### src/rtl/ps2_scan_decoder.sv
// rtl/ps2_scan_decoder.sv - PS/2 set-2 scan decoder feeding a show-ahead character FIFO.
// Optional typematic repeat suppression is enabled by defining TYPEMATIC_FILTER_EN.
module ps2_scan_decoder #(
    parameter int FIFO_DEPTH = 8,
    parameter int CNT_W      = $clog2(FIFO_DEPTH) + 1
) (
    input  logic             clk,
    input  logic             rst_n,
    input  logic [7:0]       scan_code,
    input  logic             scan_valid,
    output logic [7:0]       char_out,
    output logic             char_valid,
    input  logic             char_ready,
    output logic [CNT_W-1:0] fifo_count,
    output logic             shift_on,
    output logic             caps_on,
    output logic             overflow,
    input  logic             overflow_clr
);
    localparam int PW = $clog2(FIFO_DEPTH);

    typedef enum logic [1:0] {IDLE, BRK, EXT, EXT_BRK} state_t;

    state_t         state;
    logic           shift_l;
    logic           shift_r;
    logic [7:0]     mem [FIFO_DEPTH];
    logic [PW-1:0]  wr_ptr;
    logic [PW-1:0]  rd_ptr;
    logic [CNT_W-1:0] count;

    logic           is_prefix;
    logic           data_byte;
    logic           brk;
    logic           ext;
    logic           suppress;
    logic [8:0]     glyph;
    logic           push;
    logic           pop;
    logic           full;
    logic           push_ok;

`ifdef TYPEMATIC_FILTER_EN
    logic           last_vld;
    logic [7:0]     last_code;
`endif

    // Returns {valid, ascii}; letters honour upper, everything else honours shift only.
    function automatic logic [8:0] map_code(input logic [7:0] code, input logic shift,
                                            input logic upper);
        logic [7:0] lc;
        lc = 8'h00;
        map_code = 9'h000;
        case (code)
            8'h1C: lc = "a";  8'h32: lc = "b";  8'h21: lc = "c";  8'h23: lc = "d";
            8'h24: lc = "e";  8'h2B: lc = "f";  8'h34: lc = "g";  8'h33: lc = "h";
            8'h43: lc = "i";  8'h3B: lc = "j";  8'h42: lc = "k";  8'h4B: lc = "l";
            8'h3A: lc = "m";  8'h31: lc = "n";  8'h44: lc = "o";  8'h4D: lc = "p";
            8'h15: lc = "q";  8'h2D: lc = "r";  8'h1B: lc = "s";  8'h2C: lc = "t";
            8'h3C: lc = "u";  8'h2A: lc = "v";  8'h1D: lc = "w";  8'h22: lc = "x";
            8'h35: lc = "y";  8'h1A: lc = "z";
            default: lc = 8'h00;
        endcase
        if (lc != 8'h00) begin
            map_code = {1'b1, upper ? (lc - 8'h20) : lc};
        end else begin
            case (code)
                8'h16: map_code = {1'b1, shift ? "!" : "1"};
                8'h1E: map_code = {1'b1, shift ? "@" : "2"};
                8'h26: map_code = {1'b1, shift ? "#" : "3"};
                8'h25: map_code = {1'b1, shift ? "$" : "4"};
                8'h2E: map_code = {1'b1, shift ? "%" : "5"};
                8'h36: map_code = {1'b1, shift ? "^" : "6"};
                8'h3D: map_code = {1'b1, shift ? "&" : "7"};
                8'h3E: map_code = {1'b1, shift ? "*" : "8"};
                8'h46: map_code = {1'b1, shift ? "(" : "9"};
                8'h45: map_code = {1'b1, shift ? ")" : "0"};
                8'h0E: map_code = {1'b1, shift ? 8'h7E : 8'h60};
                8'h4E: map_code = {1'b1, shift ? "_" : "-"};
                8'h55: map_code = {1'b1, shift ? "+" : "="};
                8'h54: map_code = {1'b1, shift ? 8'h7B : 8'h5B};
                8'h5B: map_code = {1'b1, shift ? 8'h7D : 8'h5D};
                8'h5D: map_code = {1'b1, shift ? 8'h7C : 8'h5C};
                8'h4C: map_code = {1'b1, shift ? 8'h3A : 8'h3B};
                8'h52: map_code = {1'b1, shift ? 8'h22 : 8'h27};
                8'h41: map_code = {1'b1, shift ? 8'h3C : 8'h2C};
                8'h49: map_code = {1'b1, shift ? 8'h3E : 8'h2E};
                8'h4A: map_code = {1'b1, shift ? 8'h3F : 8'h2F};
                8'h29: map_code = 9'h120;
                8'h5A: map_code = 9'h10A;
                8'h66: map_code = 9'h108;
                8'h0D: map_code = 9'h109;
                default: map_code = 9'h000;
            endcase
        end
    endfunction

    function automatic logic [8:0] map_ext(input logic [7:0] code);
        case (code)
            8'h5A:   map_ext = 9'h10A;
            8'h4A:   map_ext = 9'h12F;
            default: map_ext = 9'h000;
        endcase
    endfunction

    assign shift_on   = shift_l | shift_r;
    assign char_valid = (count != '0);
    assign char_out   = char_valid ? mem[rd_ptr] : 8'h00;
    assign fifo_count = count;

    always_comb begin
        is_prefix = ((state == IDLE) && ((scan_code == 8'hF0) || (scan_code == 8'hE0)))
                 || ((state == EXT) && (scan_code == 8'hF0));
        data_byte = scan_valid && !is_prefix;
        brk       = (state == BRK) || (state == EXT_BRK);
        ext       = (state == EXT) || (state == EXT_BRK);
        glyph     = ext ? map_ext(scan_code) : map_code(scan_code, shift_on, shift_on ^ caps_on);
        suppress  = 1'b0;
`ifdef TYPEMATIC_FILTER_EN
        suppress  = !ext && last_vld && (last_code == scan_code);
`endif
        push      = data_byte && !brk && glyph[8] && !suppress;
        pop       = char_valid && char_ready;
        full      = (count == CNT_W'(FIFO_DEPTH));
        push_ok   = push && (!full || pop);
    end

    always_ff @(posedge clk or negedge rst_n) begin
        if (!rst_n) begin
            state   <= IDLE;
            shift_l <= 1'b0;
            shift_r <= 1'b0;
            caps_on <= 1'b0;
`ifdef TYPEMATIC_FILTER_EN
            last_vld  <= 1'b0;
            last_code <= 8'h00;
`endif
        end else if (scan_valid) begin
            if (!data_byte) begin
                state <= (scan_code == 8'hE0) ? EXT : ((state == EXT) ? EXT_BRK : BRK);
            end else begin
                state <= IDLE;
                // Extended codes never touch modifiers: E0 12 / E0 59 are fake shifts.
                if (!ext) begin
                    if (brk) begin
                        if (scan_code == 8'h12) shift_l <= 1'b0;
                        if (scan_code == 8'h59) shift_r <= 1'b0;
`ifdef TYPEMATIC_FILTER_EN
                        if (last_vld && (last_code == scan_code)) last_vld <= 1'b0;
`endif
                    end else begin
                        case (scan_code)
                            8'h12:   shift_l <= 1'b1;
                            8'h59:   shift_r <= 1'b1;
                            8'h58:   caps_on <= ~caps_on;
                            default: begin
`ifdef TYPEMATIC_FILTER_EN
                                last_vld  <= 1'b1;
                                last_code <= scan_code;
`endif
                            end
                        endcase
                    end
                end
            end
        end
    end

    always_ff @(posedge clk) begin
        if (push_ok) mem[wr_ptr] <= glyph[7:0];
    end

    always_ff @(posedge clk or negedge rst_n) begin
        if (!rst_n) begin
            wr_ptr   <= '0;
            rd_ptr   <= '0;
            count    <= '0;
            overflow <= 1'b0;
        end else begin
            if (push_ok) wr_ptr <= wr_ptr + 1'b1;
            if (pop)     rd_ptr <= rd_ptr + 1'b1;
            case ({push_ok, pop})
                2'b10:   count <= count + 1'b1;
                2'b01:   count <= count - 1'b1;
                default: count <= count;
            endcase
            if (push && full && !pop) overflow <= 1'b1;
            else if (overflow_clr)    overflow <= 1'b0;
        end
    end
endmodule

### config.mk
export PLATFORM = sky130hd
export DESIGN_NAME = ps2_scan_decoder
export DESIGN_NICKNAME = d
export VERILOG_FILES = /design/src/rtl/ps2_scan_decoder.sv
export SDC_FILE = /design/constraint.sdc
export NUM_CORES = 1
export LEC_CHECK = 0
export CAP_MARGIN = 20
export CORE_MARGIN = 4
export CORE_UTILIZATION = 42
export DETAILED_ROUTE_END_ITERATION = 8
export PLACE_DENSITY = 0.71
export SYNTH_ARGS = -nofsm -noshare
export SYNTH_HDL_FRONTEND = slang
export SYNTH_SLANG_ARGS = --single-unit
export TNS_END_PERCENT = 5
### constraint.sdc
create_clock -name clk -period 6.6 [get_ports clk]
set_clock_uncertainty 0.1 [all_clocks]
set_input_delay 0.99 -clock clk [delete_from_list [all_inputs] [get_ports clk]]
set_output_delay 0.99 -clock clk [all_outputs]
set_load 0.02 [all_outputs]
Figure 1. Local utilization.
(3 px per um) 12 x 12 tiles, from dark blue (low) to red (high), 0 to 100% covered.
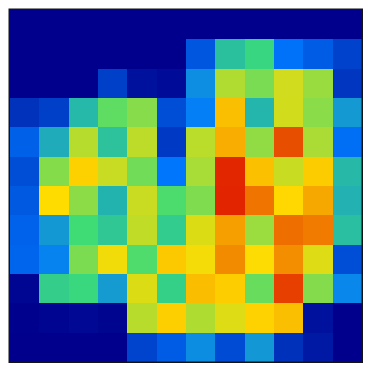
nearly empty tiles: 22%
mean over tiles: 40%
tiles over 75% full: 16%
emptiest ninth of the die: top left

Figure 2. Clock distribution.
(3 px per um)
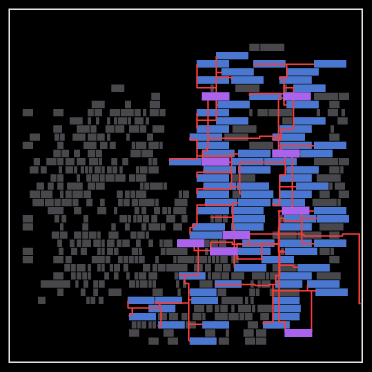
legend:
  blue:
    item: flip-flops
    count: 80
  purple:
    item: cells driving clock nets
    count: 9
  red:
    item: clock wires
    length: 843 um
routed clock nets: 10

Figure 3. Met4 routing.
(3 px per um) Supply wires on this layer in grey.
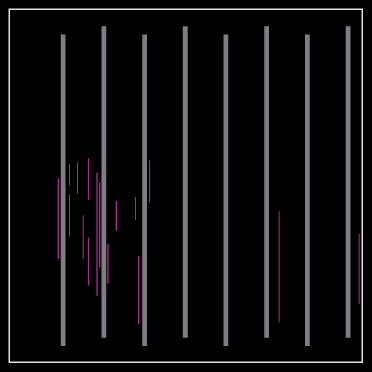
main direction: vertical
share of all routed wire: 2.4%
vias after detailed routing: 3795
final WL: 12490 um

Figure 4. Nets reached from selected ports.
(2 px per um)
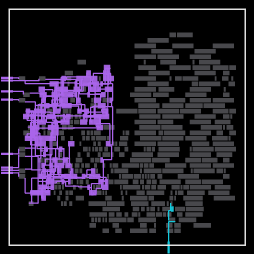
legend:
  purple:
    port: scan_code
    bits: 8
    direction: input
    end_cells: 121
    buffers: 12
    wire: 1550 um
  cyan:
    port: char_valid
    bits: 1
    direction: output
    end_cells: 1
    buffers: 1
    wire: 24.8 um
I/O pin count: 29
I/O Buffers: 28

Figure 5. Routing congestion.
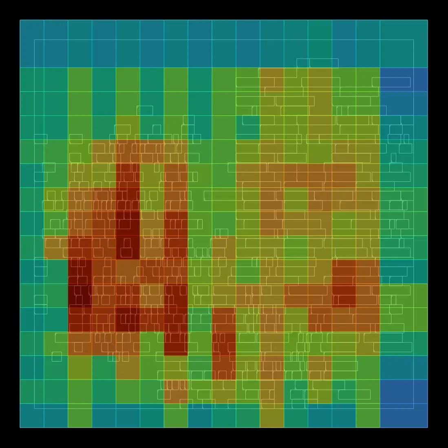
Final Util: 48.56%
GRT busiest layer: met2
wire per inst: 20.72 um
GR Util All Layers: 19.11%
GR Util met2: 31.26%

==> metrics by stage <==
step	cell area, um^2	utilization (%)	cells	setup WS (ns)
2_1_floorplan	5007	-	436	2.686
3_3_place_gp	5340	46.18	587	1.394
3_5_place_dp	5340	46.18	587	1.305
4_1_cts	5588	48.32	602	1.620
5_1_grt	5615	48.56	603	1.306
6_report	5615	48.56	603	1.506
==> flip-flops by register name, indices dropped and copies added (netlist names) <==
signal      count
shift_l         1
caps_on         1
overflow        1
rd_ptr          3
mem            64
wr_ptr          3
state           2
fifo_count      4
shift_r         1
==> tightest hold or removal path, cell delays in order (launching register included) <==
cell     delay, ns
dfrtp_1       0.34
nand2_1       0.05
o21ai_0       0.06
==> changes_impl.md <==
## Implementation

- Min cycle time layout: 5.094 ns
- Tool warnings: 32
- Flops: 80
- Slew headroom: 22.45%
- Worst EP arrival: 4.97 ns
- Non-clock buffer count: 38
- Antenna Nets Post-Route: 0
- CP Launch Type: input port
- Most common cell in the synthesized netlist: edfxtp_1
- Largest class: combinational gates
- Final Cycle Share: 77.19%
- Status: completed
- Comb area leader: simple AND/OR/NAND/NOR gates
- Root buffer cell: clkbuf_16
- Iter 0 DRT Violations: 462
- FP Rows: 39
- TritonRoute pass-1 iters: 5
- Worst-path clk slew: 0.05 ns
- Yosys chip area: 5007 um^2
- # setup viols final: 0
- Flop share of the area: 41.35%
- Pwr top: sequential cells
- CTS tree: yes
- Fin. max-slew vios: 0
- Met1 WL: 5274 um
- Clock sinks: 80
- Fmax: 0.1963 GHz
- Mux frac, synth: 11.34%
- Number of standard cells reported by yosys: 436
- P per Cell Area: 326.1 nW/um^2
- Clk_lat worst skew: 0.32 ns
- WL met3: 800 um
- Asr flop ratio synth: 20.00%
- Number of logic gates: 310
- Initial antenna violation count: 0
- DR DRC count: 0
- Logic inverters: 17
- Number of global-route vias before repair: 3751
Power is estimated from default activity; no workload was simulated.
